Design req_grant_sched, sky130hd; sources not shown.
**Routed metal per tile**

12 x 11 tiles, from black (low) to pale yellow (high), scaled to the fullest tile. Values are wire area over tile area, all layers added.
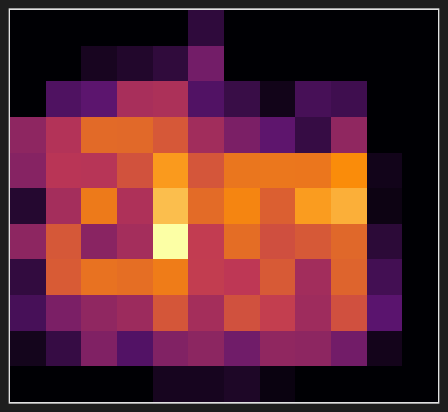
densest ninth of the die	centre
emptiest ninth of the die	north-east
nearly empty tiles	29%
mean over tiles	0.12
via count: 1022
Total GRT Usage: 16.85%

**Cell classes on the final placement**

Scale bar: 20 µm. Fill, decap, tap and diode cells in grey.
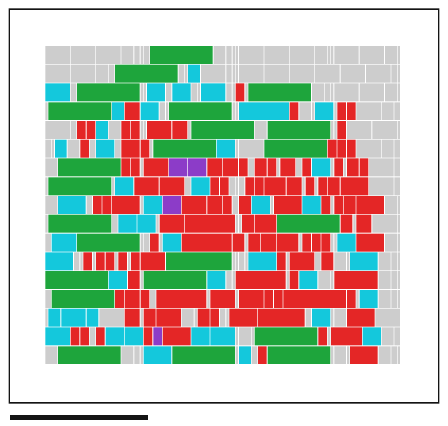
colour	class	cells
red	remaining logic cells	111
purple	clock drivers and dummy loads	4
green	registers	23
cyan	remaining buffers and delay cells	44
post-layout util: 72.90%
Core Box Area: 2382 µm²
num rows: 17
final non-filler cell area: 1737 µm²
flop share of the area: 33.21%

**M1 wires**

Supply wires on this layer in grey.
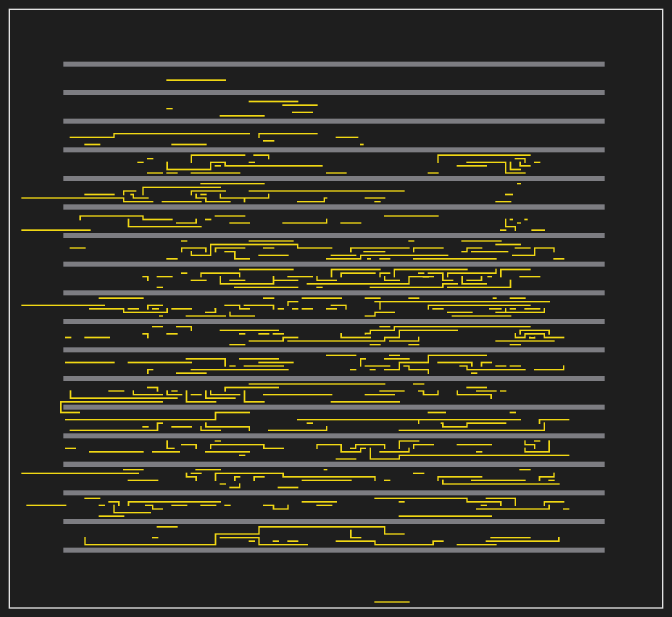
longest straight run	21.2 µm
share of all routed wire	42%
wire length on this layer	1150 µm
GR Util met1: 22.42%
Routed WL: 2731 µm

==> flow_metrics.env <==
# implementation run metrics
export IMPL_numCtsBuffers=3
export IMPL_fmax_mhz=758.5
export IMPL_first_pass_iters=6
export IMPL_violations="setup timing"
export IMPL_cp_required_ns=1.39
export IMPL_cts_tree="built"
export IMPL_grt_pass1_wl_um=4526
export IMPL_dp_hpwl_um=1943
export IMPL_largest_area_cell="dfrtp_1"
export IMPL_syn_area_um2=1145
export IMPL_status="finished with violations"
export IMPL_clock_root_buffer="clkbuf_4"
export IMPL_antenna_cells=0
export IMPL_yosys_cells=135
export IMPL_worstPathMaxFanout=5
export IMPL_cts_buffer_depth=2
export IMPL_finClkSkew_ns=0.01814
export IMPL_setup_viol=18
export IMPL_yosys_warnings=0
export IMPL_warnings=29
export IMPL_hold_violations=0
export IMPL_drtIter0Drc=36
export IMPL_io_pins=17
export IMPL_wl_per_cell_um=13.00
export IMPL_ff2ff_path_depth=8
export IMPL_r2r_slack_ns=-0.12
export IMPL_setup_ws_ns=-0.1184
export IMPL_grt_setup_unrepaired="true"
export IMPL_nets=191
export IMPL_viasPerCell=4.867
export IMPL_syn_to_final_growth_pct=51.69
export IMPL_fillCellCount=169
==> cell type report <==
class                      instances  area [µm²]  share of cell area (%)
timing repair buffer              44       359.1                   20.68
multi-input combinational         96       680.7                   39.19
tap                               28       35.03                   2.017
sequential                        23       576.8                   33.21
inverter                          15       58.81                   3.386
clock buffer                       4       26.28                   1.513
==> cells in the final DEF, fill, tap and decap left out, drive strengths merged <==
| cell type | synthesis | final |
|---|---|---|
| nand2 | 51 | 51 |
| o21ai | 7 | 7 |
| nand3b | 1 | 1 |
| a21boi | 1 | 1 |
| clkbuf | 0 | 4 |
| nor2 | 13 | 13 |
| nor3 | 2 | 2 |
| inv | 15 | 15 |
| nand3 | 19 | 19 |
| buf | 1 | 38 |
| clkdlybuf4s50 | 0 | 6 |
| nor3b | 1 | 1 |
| ha | 1 | 1 |
| dfrtp | 23 | 23 |
==> through the flow <==
stage	power, µW	hold slack [ns]	instances	setup TNS (ns)
floorplan	1627	0.2419	135	-0.3241
global placement	2193	0.4646	204	-1.329
detailed placement	2224	0.4758	204	-1.605
CTS	2681	0.2449	210	-1.208
global route	3031	0.2409	210	-2.698
finish	2839	0.2357	210	-1.386
==> logic make-up after synthesis <==
| kind of cell | synth area share, % |
|---|---|
| adder cells (fa/ha/maj) | 1.093 |
| AND/OR/NAND/NOR | 37.16 |
| AND-OR/OR-AND | 5.684 |
| buffers and inverters | 5.793 |
| flip-flops | 50.27 |
==> worst max-delay path, stage by stage (launching register included) <==
cell	delay (ns)
dfrtp_1	0.42
ha_4	0.16
nand2_4	0.06
nor2_4	0.12
nand2_4	0.11
nand2_8	0.12
nand3_2	0.07
nand2_1	0.08
nand2_1	0.05
==> where the power goes <==
part | internal (µW) | switching, µW
registers | 914 | 122
logic | 627 | 829
clock network | 129 | 218
==> synthesized netlist by cell type (all sizes together) <==
library cell	count
nor2	13
buf	1
nand3b	1
nor3	2
ha	1
dfrtp	23
nor3b	1
nand3	19
a21boi	1
inv	15
o21ai	7
nand2	51
==> metal layers <==
| metal | up-vias | GRT usage (%) |
|---|---|---|
| met5 | - | 0 |
| met2 | 14 | 29.14 |
| li1 | 524 | - |
| met4 | 0 | 1.515 |
| met1 | 482 | 22.42 |
| met3 | 2 | 2.759 |
==> repair_timing <==
| action | CTS | global route |
|---|---|---|
| pin swaps | 9 | 7 |
| endpoints found under the setup margin | 28 | 22 |
| buffers inserted | 2 | 0 |
| resized | 64 | 26 |
Power and IR drop assume default switching activity.
